[src/rtl/bn_param_pkg.sv]
// rtl/bn_param_pkg.sv - field encoding and per-channel record shared by the BN parameter bank
package bn_param_pkg;

  localparam int NUM_FIELD = 6;
  localparam int BN_DW     = 16;

  typedef enum logic [2:0] {
    FIELD_STAN_DEV = 3'd0,
    FIELD_AVG      = 3'd1,
    FIELD_GAMMA    = 3'd2,
    FIELD_BETA     = 3'd3,
    FIELD_A        = 3'd4,
    FIELD_B        = 3'd5
  } field_e;

  typedef struct packed {
    logic [BN_DW-1:0] stan_dev;
    logic [BN_DW-1:0] avg;
    logic [BN_DW-1:0] gamma;
    logic [BN_DW-1:0] beta;
    logic [BN_DW-1:0] a;
    logic [BN_DW-1:0] b;
  } bn_ch_t;

endpackage

[src/rtl/bn_param_bank_mem.sv]
// rtl/bn_param_bank_mem.sv - one bank of NUM_CH x NUM_FIELD parameter registers
// Field-granular write, channel-wide zero, channel-wide combinational read.
module bn_param_bank_mem
  import bn_param_pkg::*;
#(
  parameter int NUM_CH = 8,
  parameter int W      = 16,
  parameter int AW     = 3
) (
  input  logic                  clk_i,
  input  logic                  rst_i,
  input  logic                  we_i,
  input  logic [AW-1:0]         wr_ch_i,
  input  logic [2:0]            wr_field_i,
  input  logic [W-1:0]          wr_data_i,
  input  logic                  zero_i,
  input  logic [AW-1:0]         zero_ch_i,
  input  logic [AW-1:0]         rd_ch_i,
  output logic [NUM_FIELD*W-1:0] rd_data_o
);

  logic [W-1:0] mem_q [NUM_CH][NUM_FIELD];

  always_ff @(posedge clk_i or posedge rst_i) begin
    if (rst_i) begin
      for (int c = 0; c < NUM_CH; c++)
        for (int f = 0; f < NUM_FIELD; f++)
          mem_q[c][f] <= '0;
    end else begin
      for (int c = 0; c < NUM_CH; c++)
        for (int f = 0; f < NUM_FIELD; f++)
          if (zero_i && zero_ch_i == AW'(c))
            mem_q[c][f] <= '0;
          else if (we_i && wr_ch_i == AW'(c) && wr_field_i == 3'(f))
            mem_q[c][f] <= wr_data_i;
    end
  end

  always_comb begin
    rd_data_o = '0;
    for (int c = 0; c < NUM_CH; c++)
      if (rd_ch_i == AW'(c))
        for (int f = 0; f < NUM_FIELD; f++)
          rd_data_o[f*W +: W] = mem_q[c][f];
  end

endmodule

[src/rtl/bn_param_bank.sv]
// rtl/bn_param_bank.sv - double-buffered multi-channel BN parameter bank with sequenced shadow clear
// Optional BN_PARAM_PARITY_EN adds per-field even parity and the rd_par_err_o output.
module bn_param_bank
  import bn_param_pkg::*;
#(
  parameter int DATA_WIDTH = 16,
  parameter int NUM_CH     = 8,
  parameter int CH_WIDTH   = $clog2(NUM_CH)
) (
  input  logic                  clk_i,
  input  logic                  rst_i,
  input  logic                  wr_valid_i,
  output logic                  wr_ready_o,
  input  logic [CH_WIDTH-1:0]   wr_ch_i,
  input  logic [2:0]            wr_field_i,
  input  logic [DATA_WIDTH-1:0] wr_data_i,
  input  logic                  commit_i,
  input  logic                  clr_shadow_i,
  input  logic                  rd_req_i,
  input  logic [CH_WIDTH-1:0]   rd_ch_i,
  output logic                  rd_valid_o,
  output logic [DATA_WIDTH-1:0] stan_dev_o,
  output logic [DATA_WIDTH-1:0] avg_o,
  output logic [DATA_WIDTH-1:0] gamma_o,
  output logic [DATA_WIDTH-1:0] beta_o,
  output logic [DATA_WIDTH-1:0] a_o,
  output logic [DATA_WIDTH-1:0] b_o,
`ifdef BN_PARAM_PARITY_EN
  output logic                  rd_par_err_o,
`endif
  output logic                  bank_sel_o,
  output logic                  shadow_full_o,
  output logic                  busy_o,
  output logic                  err_addr_o,
  output logic                  err_partial_o
);

  localparam int AW = (NUM_CH > 1) ? $clog2(NUM_CH) : 1;
`ifdef BN_PARAM_PARITY_EN
  localparam int SW = DATA_WIDTH + 1;
`else
  localparam int SW = DATA_WIDTH;
`endif

  typedef enum logic {ST_IDLE, ST_CLEAR} state_e;

  state_e                      state_q;
  logic [AW-1:0]               clr_cnt_q;
  logic                        pend_q, busy_q, bank_sel_q, err_addr_q, err_partial_q, rd_valid_q;
  logic [NUM_CH*NUM_FIELD-1:0] mask_q, mask_d;
  logic [DATA_WIDTH-1:0]       fld_q [NUM_FIELD];
  logic [DATA_WIDTH-1:0]       fld_d [NUM_FIELD];
`ifdef BN_PARAM_PARITY_EN
  logic                        par_err_q, par_err_d;
`endif

  logic                        in_clr, wr_fire, wr_legal, rd_ok, clr_last, do_swap, start_clr;
  logic [SW-1:0]               store_data;
  logic [NUM_FIELD*SW-1:0]     rd_bank0, rd_bank1, rd_act;

  assign in_clr     = (state_q == ST_CLEAR);
  assign wr_fire    = wr_valid_i & ~in_clr;
  assign wr_legal   = (32'(wr_ch_i) < NUM_CH) && (wr_field_i <= FIELD_B);
  assign rd_ok      = (32'(rd_ch_i) < NUM_CH);
  assign clr_last   = in_clr && (clr_cnt_q == AW'(NUM_CH - 1));
  // A commit seen during the clear is deferred to the edge that ends it.
  assign do_swap    = in_clr ? (clr_last && (pend_q || commit_i)) : commit_i;
  assign start_clr  = ~in_clr & clr_shadow_i;
`ifdef BN_PARAM_PARITY_EN
  assign store_data = {^wr_data_i, wr_data_i};
`else
  assign store_data = wr_data_i;
`endif

  bn_param_bank_mem #(.NUM_CH(NUM_CH), .W(SW), .AW(AW)) u_bank0 (
    .clk_i(clk_i), .rst_i(rst_i),
    .we_i(wr_fire & wr_legal & bank_sel_q), .wr_ch_i(wr_ch_i[AW-1:0]),
    .wr_field_i(wr_field_i), .wr_data_i(store_data),
    .zero_i(in_clr & bank_sel_q), .zero_ch_i(clr_cnt_q),
    .rd_ch_i(rd_ch_i[AW-1:0]), .rd_data_o(rd_bank0)
  );

  bn_param_bank_mem #(.NUM_CH(NUM_CH), .W(SW), .AW(AW)) u_bank1 (
    .clk_i(clk_i), .rst_i(rst_i),
    .we_i(wr_fire & wr_legal & ~bank_sel_q), .wr_ch_i(wr_ch_i[AW-1:0]),
    .wr_field_i(wr_field_i), .wr_data_i(store_data),
    .zero_i(in_clr & ~bank_sel_q), .zero_ch_i(clr_cnt_q),
    .rd_ch_i(rd_ch_i[AW-1:0]), .rd_data_o(rd_bank1)
  );

  assign rd_act = bank_sel_q ? rd_bank1 : rd_bank0;

  always_comb begin
    mask_d = mask_q;
    for (int c = 0; c < NUM_CH; c++)
      for (int f = 0; f < NUM_FIELD; f++)
        if (wr_fire && wr_legal && wr_ch_i == CH_WIDTH'(c) && wr_field_i == 3'(f))
          mask_d[c*NUM_FIELD+f] = 1'b1;
    if (do_swap || start_clr) mask_d = '0;
  end

  always_comb begin
    for (int f = 0; f < NUM_FIELD; f++) fld_d[f] = fld_q[f];
`ifdef BN_PARAM_PARITY_EN
    par_err_d = 1'b0;
`endif
    if (rd_req_i) begin
      for (int f = 0; f < NUM_FIELD; f++) begin
        fld_d[f] = rd_ok ? rd_act[f*SW +: DATA_WIDTH] : '0;
`ifdef BN_PARAM_PARITY_EN
        if (rd_ok && ^rd_act[f*SW +: SW]) par_err_d = 1'b1;
`endif
      end
    end
  end

  always_ff @(posedge clk_i or posedge rst_i) begin
    if (rst_i) begin
      state_q       <= ST_IDLE;
      clr_cnt_q     <= '0;
      pend_q        <= 1'b0;
      busy_q        <= 1'b0;
      bank_sel_q    <= 1'b0;
      err_addr_q    <= 1'b0;
      err_partial_q <= 1'b0;
      rd_valid_q    <= 1'b0;
      mask_q        <= '0;
      for (int f = 0; f < NUM_FIELD; f++) fld_q[f] <= '0;
`ifdef BN_PARAM_PARITY_EN
      par_err_q     <= 1'b0;
`endif
    end else begin
      mask_q     <= mask_d;
      rd_valid_q <= rd_req_i;
      for (int f = 0; f < NUM_FIELD; f++) fld_q[f] <= fld_d[f];
`ifdef BN_PARAM_PARITY_EN
      par_err_q  <= par_err_d;
`endif
      if (wr_fire && !wr_legal) err_addr_q <= 1'b1;
      if (do_swap) begin
        bank_sel_q <= ~bank_sel_q;
        pend_q     <= 1'b0;
        if (!shadow_full_o) err_partial_q <= 1'b1;
      end
      unique case (state_q)
        ST_IDLE: begin
          if (clr_shadow_i) begin
            state_q   <= ST_CLEAR;
            busy_q    <= 1'b1;
            clr_cnt_q <= '0;
          end
        end
        ST_CLEAR: begin
          if (commit_i && !clr_last) pend_q <= 1'b1;
          if (clr_last) begin
            state_q <= ST_IDLE;
            busy_q  <= 1'b0;
          end else begin
            clr_cnt_q <= clr_cnt_q + AW'(1);
          end
        end
        default: state_q <= ST_IDLE;
      endcase
    end
  end

  assign wr_ready_o    = ~busy_q;
  assign busy_o        = busy_q;
  assign bank_sel_o    = bank_sel_q;
  assign shadow_full_o = &mask_q;
  assign err_addr_o    = err_addr_q;
  assign err_partial_o = err_partial_q;
  assign rd_valid_o    = rd_valid_q;
  assign stan_dev_o    = fld_q[FIELD_STAN_DEV];
  assign avg_o         = fld_q[FIELD_AVG];
  assign gamma_o       = fld_q[FIELD_GAMMA];
  assign beta_o        = fld_q[FIELD_BETA];
  assign a_o           = fld_q[FIELD_A];
  assign b_o           = fld_q[FIELD_B];
`ifdef BN_PARAM_PARITY_EN
  assign rd_par_err_o  = par_err_q;
`endif

endmodule

[config.mk]
export PLATFORM = sky130hd
export DESIGN_NAME = bn_param_bank
export DESIGN_NICKNAME = d
export VERILOG_FILES = /design/src/rtl/bn_param_pkg.sv /design/src/rtl/bn_param_bank_mem.sv /design/src/rtl/bn_param_bank.sv
export SDC_FILE = /design/constraint.sdc
export NUM_CORES = 2
export LEC_CHECK = 0
export ABC_AREA = 1
export CAP_MARGIN = 20
export CORE_UTILIZATION = 25
export CTS_BUF_LIST = sky130_fd_sc_hd__clkbuf_2
export DETAILED_ROUTE_END_ITERATION = 8
export PLACE_DENSITY = 0.48
export RECOVER_POWER = 50
export SETUP_SLACK_MARGIN = 0.1
export SLEW_MARGIN = 20
export SYNTH_ARGS = -nofsm -noshare
export SYNTH_HDL_FRONTEND = slang
export SYNTH_SLANG_ARGS = --single-unit
export TNS_END_PERCENT = 100
[constraint.sdc]
create_clock -name clk_i -period 208.3 [get_ports clk_i]
set_clock_uncertainty 0.1 [all_clocks]
set_input_delay 62.49 -clock clk_i [delete_from_list [all_inputs] [get_ports clk_i]]
set_output_delay 62.49 -clock clk_i [all_outputs]
set_load 0.05 [all_outputs]
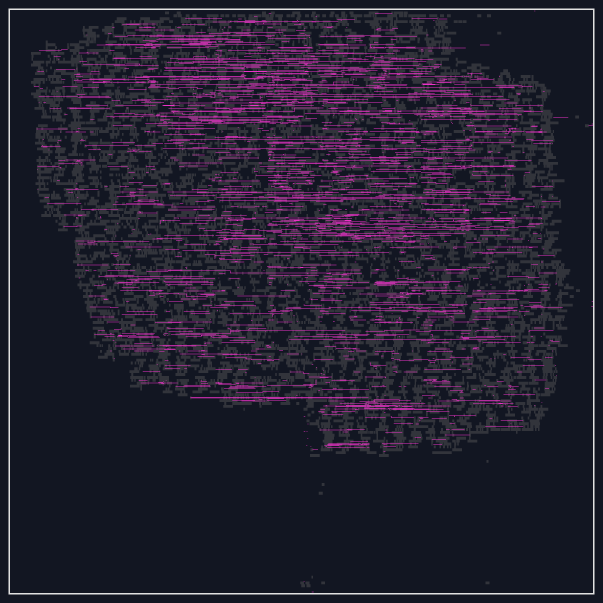
(images/layer_met3.png)
Cells faint in the background.
main direction = horizontal
wire length on this layer = 31.6 mm
share of all routed wire = 9.1%
nets with wire on the layer = 849

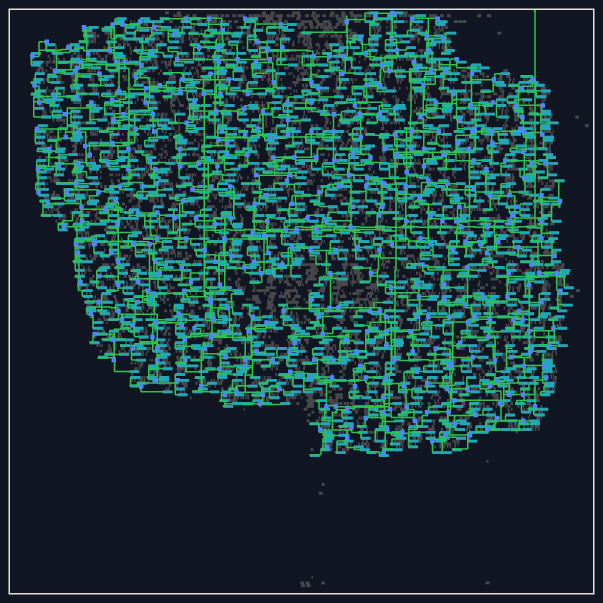
(images/clk_routes.png)
green -> clock wires  # length 26.2 mm
blue -> clock drivers  # count 447
cyan -> flip-flops  # count 1690
routed clock nets = 448

==> run summary <==
WL/cell - 25.56 um
Worst EP required - 208.99 ns
Die Ht - 548.1 um
GRT Total Usage - 22.71%
Fmax achieved - 0.01325 GHz
nonclk inv count - 591
Max FO, Critical Path - 156
Reg clk slew, reported paths - 0.10 ns
Static Leakage - 39.97 nW
Hold-fix buffers, CTS - 0
Top Family by Delay on Critical Path - buffers and inverters
FF+latch area - 42290 sq um
Ports - 134
Seq area share - 50.17%
Crit path arrival time - 76.15 ns
worst path cell trace - dlygate4sd3_1 -> clkinvlp_2 -> clkbuf_1 -> clkbuf_1
Worst slew margin - -473.7%
Top Registers - u_bank0.mem_q (768), u_bank1.mem_q (768), mask_q (48)
layout cell share with drive strength beyond 1 - 9.798%
slowest CP cell - clkbuf_1
Adder Area Share - 0.1007%
# Taps - 3939
htree depth - 5
Final non-clock buffer share - 3.062%
fp util - 25.12%
Comb/total area - 33.53%
CP dominant cell by count - clkbuf_1
CTS sink cnt - 1690
Min-Delay Path Class - reg2reg
logic area - 28260 sq um
dpl cells - 12830
Antenna diodes - 13
final wirelength - 348.0 mm
die width - 548.1 um
Critical Path End Type - async pin
drt initial violations - 8403
Worst Tran Pin Value - 8.605 ns
IO Port Bufs - 133
outcome - complete, but fails checks
mux frac, synth - 0.2417%
Core Area - 296800 sq um
CP Launch Type - input pin
CTS buffer count - 447
failing checks - max-capacitance violations, max-slew violations
Final Cycle Share - 36.23%
Cell Pwr Density - 14.46 nW/um^2
Main logic family - simple AND/OR/NAND/NOR gates
via count - 68150
final setup violating endpoints - 0
comb_multi_in - 6282
Slew Viols, Final - 3231
die area - 300400 sq um
Net Count, Synth - 9202
largest net degree at the start of global routing - 162
setup bufs post-CTS - 0
MaxCap Viol Count - 94
clk tree area frac - 4.705%
worst hold margin - 0.3898 ns
clk root buf - clkbuf_2
initial antenna violation count - 26
post-synthesis cell type count - 32
Syn Area/Cell - 8.135 sq um
grt ovf - 0
crit-path max cell delay - 6.20 ns
Final Core Density - 28.40%
synth warn - 0
dpl ws - 139.68 ns
yosys xor share - 0.01175%
chip area in the Yosys report - 74550 sq um
vias per cell - 5.005
ys cells - 9165
ANT nets after route - 0
most numerous logic cells after layout - 3086 x nand2_1, 1689 x dfrtp_1, 1472 x o21ai_0
CTS Buffer Depth - 4
final worst slack - 132.84 ns
DR DRC count - 0
Placed Area - 80750 sq um
Setup TNS - 0 ns
CTS tree - built
Basic Gates by Area - 23.58%
aoi share - 13.04%
Fillers - 32370
Mapped Area - 74550 sq um
# resized after CTS - 0
largest class - sequential cells
Overall Power - 0.001219 W
crit path time final - 75.46 ns
tool warnings - 64
Hold Violations, Final - 0
RSZ-0062 raised after global routing - no
post-route cell area - 84300 sq um
Worst Setup Path Type - in2async
flop count - 1690
crit path buf inv count - 4
Seq/Total Area, Yosys - 56.72%
Commonest Layout Cell - nand2_1
Flops after synth - 1690
peak supply drop - 0.006965 mV
HPWL after detailed placement - 226.8 mm
vias in the first global route - 63960
num rows - 200
CLK BUF - 693
[power by group]
group	internal (W)	switching, W
sequential	0.000470	0.0000904
combinational	0.000115	0.000300
clock	0.0000947	0.000148
[worst paths after layout]
kind / end / slack [ns] / depth (start not counted) / from
max: u_bank0.mem_q[173]$_DFFE_PP0P_ / 132.84 / 4 / rst_i
min: u_bank1.mem_q[394]$_DFFE_PP0P_ / 0.39 / 2 / u_bank1.mem_q[394]$_DFFE_PP0P_
max reg2reg: u_bank1.mem_q[35]$_DFFE_PP0P_ / 203.11 / 9 / clr_cnt_q[2]$_DFFE_PP0P_
min reg2reg: u_bank1.mem_q[394]$_DFFE_PP0P_ / 0.39 / 2 / u_bank1.mem_q[394]$_DFFE_PP0P_
max in group clk_i: u_bank1.mem_q[35]$_DFFE_PP0P_ / 140.80 / 10 / wr_field_i[2]
min in group asynchronous: u_bank0.mem_q[599]$_DFFE_PP0P_ / 62.95 / 2 / rst_i
[Yosys cell counts, drive strengths merged]
library cell | instances | area share (%)
xor2 | 1 | 0.012
or2 | 2 | 0.017
a21oi | 408 | 2.7
nor2 | 620 | 3.1
nor4 | 3 | 0.025
nand2 | 3088 | 16
o21ai | 1514 | 10
inv | 583 | 2.9
mux2 | 16 | 0.24
nand4 | 400 | 3.4
a31oi | 6 | 0.050
dfrtp | 1690 | 57
nor3 | 24 | 0.25
nand3 | 187 | 1.3
clkinv | 8 | 0.040
a21boi | 1 | 0.010
ha | 6 | 0.10
o31ai | 2 | 0.020
o21bai | 3 | 0.045
clkbuf | 418 | 2.1
o22ai | 1 | 0.0084
buf | 184 | 1.2
[routing by layer]
metal / track usage [%] / share of wire [%]
met1: 29.60 / 40
met2: 34.43 / 44
met3: 4.966 / 9.1
met4: 13.69 / 6.6
met5: 0 / 0.020
Power and IR drop assume default switching activity.
